### Clock network drawn from the DEF, run 1

Scale bar: 20 microns.
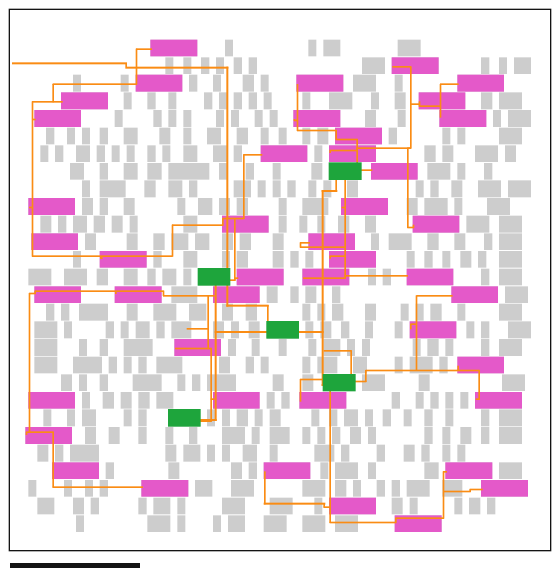
### Track usage over the die, run 1

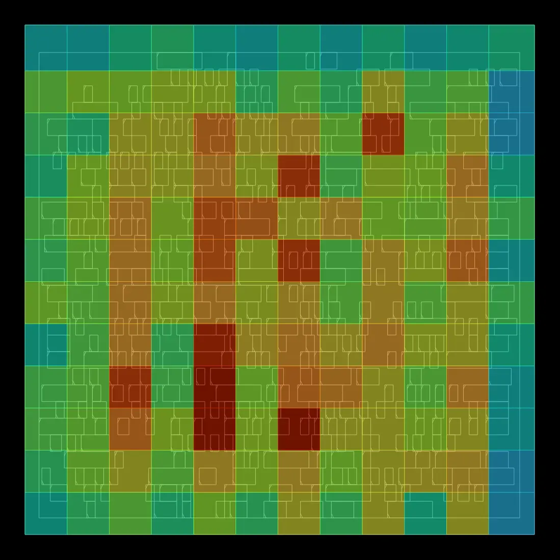
### I/O pins on the die edge, run 1

Pins as bars across the die edge, other pins in gray.
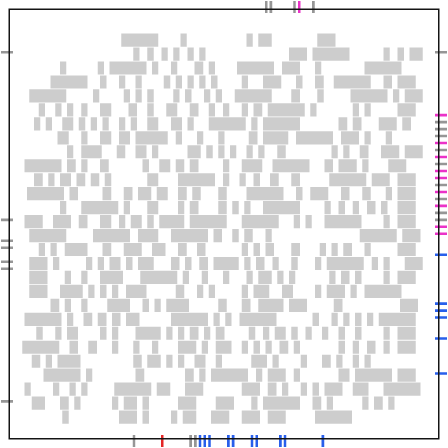
File: src/rtl/fifo_reader.sv
// Read-side controller for the sample FIFO: drains fixed-size bursts on half-full and presents
// them as 16-bit words with a write strobe toward the FX3 slave-FIFO interface.
module fifo_reader #(
   parameter int unsigned BURST_WORDS = 2048,
   parameter int unsigned GAP_CYCLES  = 4
) (
   input  logic        outputClock,
   input  logic        nReset,
   input  logic        nReady,
   input  logic [9:0]  fifoData,
   input  logic        halfFull_flag,
   input  logic        full_flag,
   input  logic        usbReady,
   output logic        outputAck,
   output logic [15:0] usbData,
   output logic        usbWrite,
   output logic        overflow_flag,
   output logic [15:0] burstCount
);

   localparam int unsigned WordCntW = 12;
   localparam int unsigned GapCntW  = (GAP_CYCLES > 1) ? $clog2(GAP_CYCLES) : 1;
   localparam logic [WordCntW-1:0] WordLast = WordCntW'(BURST_WORDS - 1);
   localparam logic [GapCntW-1:0]  GapLast  = GapCntW'(GAP_CYCLES - 1);

   typedef enum logic [1:0] {StIdle, StBurst, StGap, StOverflow} state_e;

   state_e              state_q, state_d;
   logic [WordCntW-1:0] word_cnt_q, word_cnt_d;
   logic [GapCntW-1:0]  gap_cnt_q, gap_cnt_d;
   logic [15:0]         usb_data_q, usb_data_d;
   logic                usb_write_q, usb_write_d;
   logic                overflow_q, overflow_d;
   logic [15:0]         burst_cnt_q, burst_cnt_d;

   always_comb begin
      state_d     = state_q;
      word_cnt_d  = word_cnt_q;
      gap_cnt_d   = gap_cnt_q;
      usb_data_d  = usb_data_q;
      usb_write_d = 1'b0;
      overflow_d  = overflow_q;
      burst_cnt_d = burst_cnt_q;

      // The word acked in a BURST cycle is written on the following cycle, even on overflow.
      if (state_q == StBurst) begin
         usb_data_d  = {6'b0, fifoData};
         usb_write_d = 1'b1;
      end

      if (nReady) begin
         state_d     = StIdle;
         word_cnt_d  = '0;
         gap_cnt_d   = '0;
         usb_data_d  = usb_data_q;
         usb_write_d = 1'b0;
         overflow_d  = 1'b0;
      end else if (full_flag) begin
         state_d    = StOverflow;
         overflow_d = 1'b1;
      end else begin
         unique case (state_q)
            StIdle: begin
               if (halfFull_flag && usbReady) begin
                  state_d    = StBurst;
                  word_cnt_d = '0;
               end
            end
            StBurst: begin
               if (word_cnt_q == WordLast) begin
                  state_d     = StGap;
                  gap_cnt_d   = '0;
                  burst_cnt_d = burst_cnt_q + 16'd1;
               end else begin
                  word_cnt_d = word_cnt_q + WordCntW'(1);
               end
            end
            StGap: begin
               if (gap_cnt_q == GapLast) begin
                  state_d = StIdle;
               end else begin
                  gap_cnt_d = gap_cnt_q + GapCntW'(1);
               end
            end
            StOverflow: begin
               state_d = StOverflow;
            end
            default: state_d = StIdle;
         endcase
      end
   end

   always_ff @(posedge outputClock) begin
      if (!nReset) begin
         state_q     <= StIdle;
         word_cnt_q  <= '0;
         gap_cnt_q   <= '0;
         usb_data_q  <= '0;
         usb_write_q <= 1'b0;
         overflow_q  <= 1'b0;
         burst_cnt_q <= '0;
      end else begin
         state_q     <= state_d;
         word_cnt_q  <= word_cnt_d;
         gap_cnt_q   <= gap_cnt_d;
         usb_data_q  <= usb_data_d;
         usb_write_q <= usb_write_d;
         overflow_q  <= overflow_d;
         burst_cnt_q <= burst_cnt_d;
      end
   end

   assign outputAck     = (state_q == StBurst);
   assign usbData       = usb_data_q;
   assign usbWrite      = usb_write_q;
   assign overflow_flag = overflow_q;
   assign burstCount    = burst_cnt_q;

endmodule

File: config.mk
export PLATFORM = sky130hd
export DESIGN_NAME = fifo_reader
export DESIGN_NICKNAME = d
export VERILOG_FILES = /design/src/rtl/fifo_reader.sv
export SDC_FILE = /design/constraint.sdc
export NUM_CORES = 1
export LEC_CHECK = 0
export ABC_AREA = 1
export CAP_MARGIN = 20
export CELL_PAD_IN_SITES_DETAIL_PLACEMENT = 1
export CELL_PAD_IN_SITES_GLOBAL_PLACEMENT = 1
export CORE_MARGIN = 2
export CORE_UTILIZATION = 38
export CTS_CLUSTER_DIAMETER = 100
export CTS_CLUSTER_SIZE = 8
export DETAILED_ROUTE_END_ITERATION = 8
export GPL_TIMING_DRIVEN = 0
export PLACE_DENSITY = 0.81
export SLEW_MARGIN = 10
export SYNTH_ARGS = -nofsm -noshare
export SYNTH_HDL_FRONTEND = slang
export SYNTH_SLANG_ARGS = --single-unit
File: constraint.sdc
create_clock -name outputClock -period 3 [get_ports outputClock]
set_input_delay 0.3 -clock outputClock [delete_from_list [all_inputs] [get_ports outputClock]]
set_output_delay 0.3 -clock outputClock [all_outputs]
set_load 0.02 [all_outputs]
==> design notes, run 1 <==
The run finished with clean final reports. The tools report the internal power as 0.823 mW. The most common cell in the synthesized netlist is sky130_fd_sc_hd__nand2_1.

Per the detailed placement report, the placed cell area equals 2940 sq um. After legalization and detailed placement, the total HPWL measured 5120 microns. The smallest clock period supported by the final layout is computed as 1.84 ns. Sorting the Yosys area breakdown by cell type puts at the top sky130_fd_sc_hd__dfxtp_1. Switching share of power: 0.284.

The multi-input combinational gate total was 266. The core region is 5990 sq um. The final layout report lists a clock buffer count of 5.

The number of global-route vias before repair was 2555. The clock buffer and inverter area fraction after layout came out at 0.0306. After detailed routing, the wire length on met1 is 3050 microns. The critical path maximum fanout is 10.

Before CTS, the worst setup slack after placement is 1.11 ns. Number of well taps: 75. Once placement completed, the tool counted placed cells totaling 486. Yosys mapped a number of flops with a built-in enable equal to 0.

The repair_antennas step left the layout with diodes totalling 0. The final power report lists total power as 1.15 mW. The run gives 6950 sq um as the floorplan die area. The summed area of non-filler cells in the final layout was 3030 sq um; the average size of a mapped cell was 6.60 sq um. Per STA, the startpoint of the critical path is state_q[1].

The post-CTS setup-driven buffer insertion count is 0, and the share of the core filled by cells before placement is 0.400. The maximum ir drop on the vdd rail was 0.000211 V. The power dissipated by switching net loads is 0.326 mW, and the detailed route wirelength on metal2 is 3200 microns.

The multiplexer share of the synthesized area is 0. The flip-flop count of the largest register after layout is 16. By instance count after routing, the leading logic cell types are sky130_fd_sc_hd__nand2_1, sky130_fd_sc_hd__nor2_1, sky130_fd_sc_hd__dfxtp_1.

Checking hold timing, the worst path is listed with class in -> reg. The first global-routing pass estimated 11500 microns of wire. Largest cell class by area: multi-input combinational cells. The main area contributors are sky130_fd_sc_hd__dfxtp_1, sky130_fd_sc_hd__nand2_1, sky130_fd_sc_hd__nor2_1, sky130_fd_sc_hd__inv_1, sky130_fd_sc_hd__o21ai_0.
Notes on 'Clock network drawn from the DEF' above:
flip-flops -> magenta  # count 44
clock wires -> orange  # length 659 microns
clock-net drivers -> green  # count 5
flops lie = widely spread
Worst-Skew Late Latency: 0.31 ns
clock group total power: 0.397 mW
clock group share of total power: 0.345
worst setup skew after layout: 0.0106 ns

Notes on 'Track usage over the die' above:
met2 track demand over resource in global routing: 0.345
met1 capacity usage during global routing: 0.247
average routed wire per standard cell: 13.3 microns
met3 routing resource usage after global routing: 0.0328

Notes on 'I/O pins on the die edge' above:
outputAck -> red  # pins 1, direction output, edge bottom
fifoData -> magenta  # pins 10, direction input, edge 9 right, 1 top
burstCount -> blue  # pins 16, direction output, edge 10 bottom, 6 right
all pins by edge = 25 right, 14 bottom, 7 left, 5 top
DIE HEIGHT: 83.4 microns
quantity of I/O buffers inserted on ports: 43

==> inputs of run 2 (changes only) <==
--- a/config.mk
+++ b/config.mk
@@ -10,12 +10,12 @@
 export CELL_PAD_IN_SITES_DETAIL_PLACEMENT = 1
 export CELL_PAD_IN_SITES_GLOBAL_PLACEMENT = 1
 export CORE_MARGIN = 2
-export CORE_UTILIZATION = 38
+export CORE_UTILIZATION = 35
 export CTS_CLUSTER_DIAMETER = 100
 export CTS_CLUSTER_SIZE = 8
 export DETAILED_ROUTE_END_ITERATION = 8
 export GPL_TIMING_DRIVEN = 0
-export PLACE_DENSITY = 0.81
+export PLACE_DENSITY = 0.75
 export SLEW_MARGIN = 10
 export SYNTH_ARGS = -nofsm -noshare
 export SYNTH_HDL_FRONTEND = slang
==> constraint.sdc (replaced) <==
create_clock -name outputClock -period 1.9 [get_ports outputClock]
set_input_delay 0.19 -clock outputClock [delete_from_list [all_inputs] [get_ports outputClock]]
set_output_delay 0.19 -clock outputClock [all_outputs]
set_load 0.02 [all_outputs]
==> run 2 against run 1 <==
Combinational power grew 61%; highest routed layer unchanged; area after synthesis is the same; sequential power is 58% higher; critical endpoint unchanged; maximum frequency rose by 6.8%; critical path type unchanged; sequential share of layout area decreased by 0.096 points; total power increased by 54%; core utilization is 5.3 points lower; critical path depth did not move; clock power is 45% higher; worst hold slack got worse by 0.097 ns.
==> design notes, run 2 <==
The run finished with clean final reports. The tools report the met2 usage as 0.306 (-0.0390). The multi-input combinational gate total was 266 (unchanged). The run gives 0.00971 ns (-0.000883 ns) for the setup clock skew after layout.

The floorplan die area is 7520 sq um (+8.2%), and the multiplexer share of the synthesized area is 0 (unchanged). The run gives 0 (unchanged) for the post-synth tally of flip-flops with integrated enable. The worst setup slack after placement is 0.0673 ns (-1.04 ns).

The HPWL after detailed placement came out at 5040 microns (-1.6%). The source of the critical timing path is state_q[1]. Number of buffers inserted by port buffering: 43 (unchanged). sky130_fd_sc_hd__dfxtp_1 takes more of the synthesized area than any other cell. With the maximum ir drop on the vdd rail at 0.000234 V (+11%), the post-route met1 wirelength is 3270 microns (+7.4%). Ranking logic cells in the layout by count gives the top entries sky130_fd_sc_hd__nand2_1, sky130_fd_sc_hd__nor2_1, sky130_fd_sc_hd__dfxtp_1. The met3 track demand over resource was 0.0362 (+0.00339).

sky130_fd_sc_hd__nand2_1 is the most common cell in the netlist. Overall power consumption: 1.77 mW (+54%). Insertion delay at the late pin of the worst-skew pair: 0.30 ns (about the same). Clock network fraction of total power: 0.326 (-0.019). The biggest slice of the area belongs to multi-input combinational cells. The run gives 10 (unchanged) for the biggest fanout along the worst timing path. Post-layout minimum cycle time: 1.72 ns (-0.118 ns). Clock buffer and inverter area fraction after layout: 0.0255 (-0.00504). Checking hold timing, the worst path is listed with class in -> reg. The global-route track usage on met1 is 0.245 (-0.00194), and the post-CTS setup-driven buffer insertion count is 0 (unchanged).

The first-pass GRT wire length was 11000 microns (-4.2%). The main area contributors are sky130_fd_sc_hd__dfxtp_1, sky130_fd_sc_hd__nand2_1, sky130_fd_sc_hd__nor2_1, sky130_fd_sc_hd__inv_1, sky130_fd_sc_hd__o21ai_0. The final antenna diode count was 0 (unchanged).

The logs give 0.356 (-0.0433) for the share of the core filled by cells before placement and 3040 sq um (+0.33%) for the summed area of non-filler cells in the final layout. With the clock distribution power at 0.577 mW (+45%), the number of global-route vias before repair is 2353 (-7.9%). The final routed wire length divided by cell count was 13.1 microns (-1.4%). For the internal power, the log shows 1.29 mW (+57%). The tally of clock buffers in the finished layout was 6 (+1); the power dissipated by switching net loads was 0.476 mW (+46%). With the number of well taps at 80 (+6.7%), the average size of a mapped cell is 6.60 sq um (unchanged).

The detailed route wirelength on metal2 was 2980 microns (-6.8%).
### Sequential cells colored by netlist name, run 2

Other sequential cells in the stronger gray, the rest of the logic in the fainter gray.
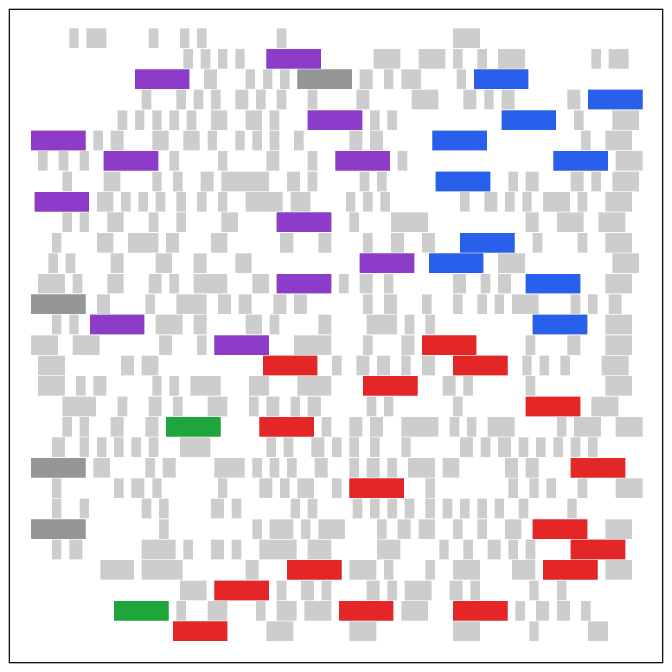
burstCount -> red  # flops 16
state_q -> green  # flops 2
usbData -> blue  # flops 10, where upper right
word_cnt_q -> purple  # flops 12
not colored = 4
sequential group power: 0.949 mW
sequential standard cell area: 881 sq um
share of cell area taken by flip-flops and latches: 0.290
utilization after layout: 0.453

### I/O pins on the die edge, run 2

Pins as bars across the die edge, other pins in gray.
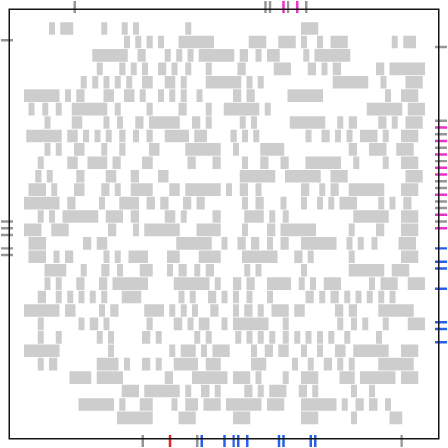
burstCount -> blue  # pins 16, direction output, edge 9 bottom, 7 right
fifoData -> magenta  # pins 10, direction input, edge 8 right, 2 top
outputAck -> red  # pins 1, direction output, edge bottom
all pins by edge = 25 right, 13 bottom, 7 top, 6 left
DIE HEIGHT: 86.7 microns
Horiz. Die Dim: 86.7 microns

==> inputs of run 3 (changes only) <==
--- a/config.mk
+++ b/config.mk
@@ -9,7 +9,7 @@
 export CAP_MARGIN = 20
 export CELL_PAD_IN_SITES_DETAIL_PLACEMENT = 1
 export CELL_PAD_IN_SITES_GLOBAL_PLACEMENT = 1
-export CORE_MARGIN = 2
+export CORE_MARGIN = 1.5
 export CORE_UTILIZATION = 35
 export CTS_CLUSTER_DIAMETER = 100
 export CTS_CLUSTER_SIZE = 8
==> run 3 against run 2 <==
Die size down 2.3%; sequential share of layout area fell by 0.26 points; core utilization increased by 2.0 points; sequential power hardly changed; area after synthesis did not move; critical endpoint unchanged.
==> design notes, run 3 <==
The number of global-route vias before repair is 2487 (+5.7%). The flow ran to the end, and the final reports show no timing, DRC or antenna violations. The run gives 0 (unchanged) for the post-CTS setup-driven buffer insertion count. The met2 usage was 0.329 (+0.0230); the maximum ir drop on the vdd rail was 0.000275 V (+17%). The run gives 266 (unchanged) for the multi-input combinational gate total. The run gives 1.44 mW (+11%) as the internal power. Largest cell class by area: multi-input combinational cells. The run gives 0.389 (+0.063) as the clock network fraction of total power. The tools report the met3 track demand over resource as 0.0308 (-0.00539).

With the final routed wire length divided by cell count at 13.5 microns (+3.0%), the insertion delay at the late pin of the worst-skew pair is 0.30 ns (about the same). Number of well taps: 77 (-3.8%). The sequential-cell power consumption was 0.949 mW (about the same).

The detailed route wirelength on metal2 is 3180 microns (+6.6%). The power dissipated by switching net loads is 0.512 mW (+7.6%). The path category of the worst min-delay check is in -> reg. The floorplan die area was 7350 sq um (-2.3%).

The post-synth tally of flip-flops with integrated enable was 0 (unchanged). The HPWL after detailed placement came out at 5020 microns (-0.35%). By instance count after routing, the leading logic cell types are sky130_fd_sc_hd__nand2_1, sky130_fd_sc_hd__nor2_1, sky130_fd_sc_hd__dfxtp_1.
### I/O pins on the die edge, run 3

Pins as bars across the die edge, other pins in gray.
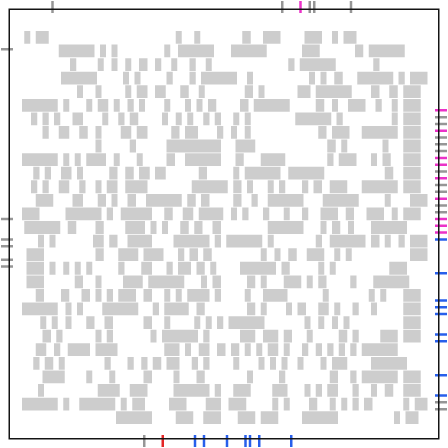
burstCount -> blue  # pins 16, direction output, edge 9 right, 7 bottom
outputAck -> red  # pins 1, direction output, edge bottom
fifoData -> magenta  # pins 10, direction input, edge 9 right, 1 top
all pins by edge = 30 right, 9 bottom, 6 top, 6 left
DIE HEIGHT: 85.7 microns
Horiz. Die Dim: 85.7 microns

### Sequential cells colored by netlist name, run 3

Other sequential cells in the stronger gray, the rest of the logic in the fainter gray.
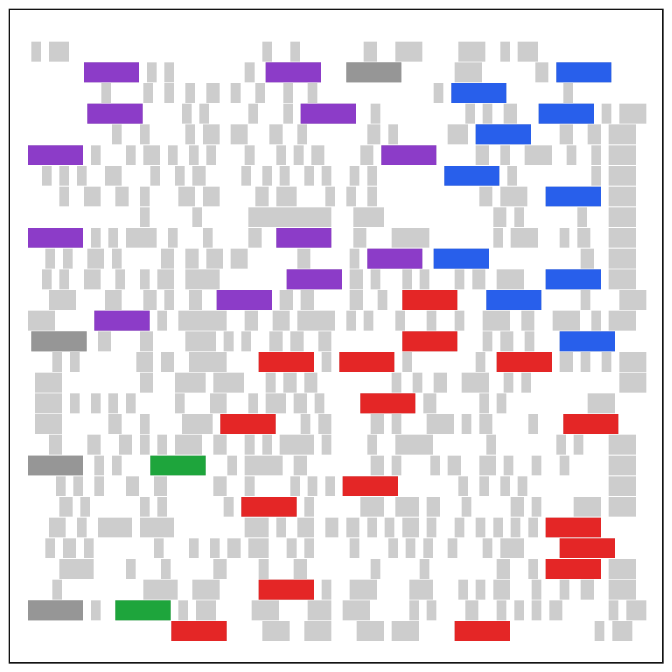
share of cell area taken by flip-flops and latches: 0.287
utilization after layout: 0.472

No activity file was given, so power comes from the tool's default toggle rates.
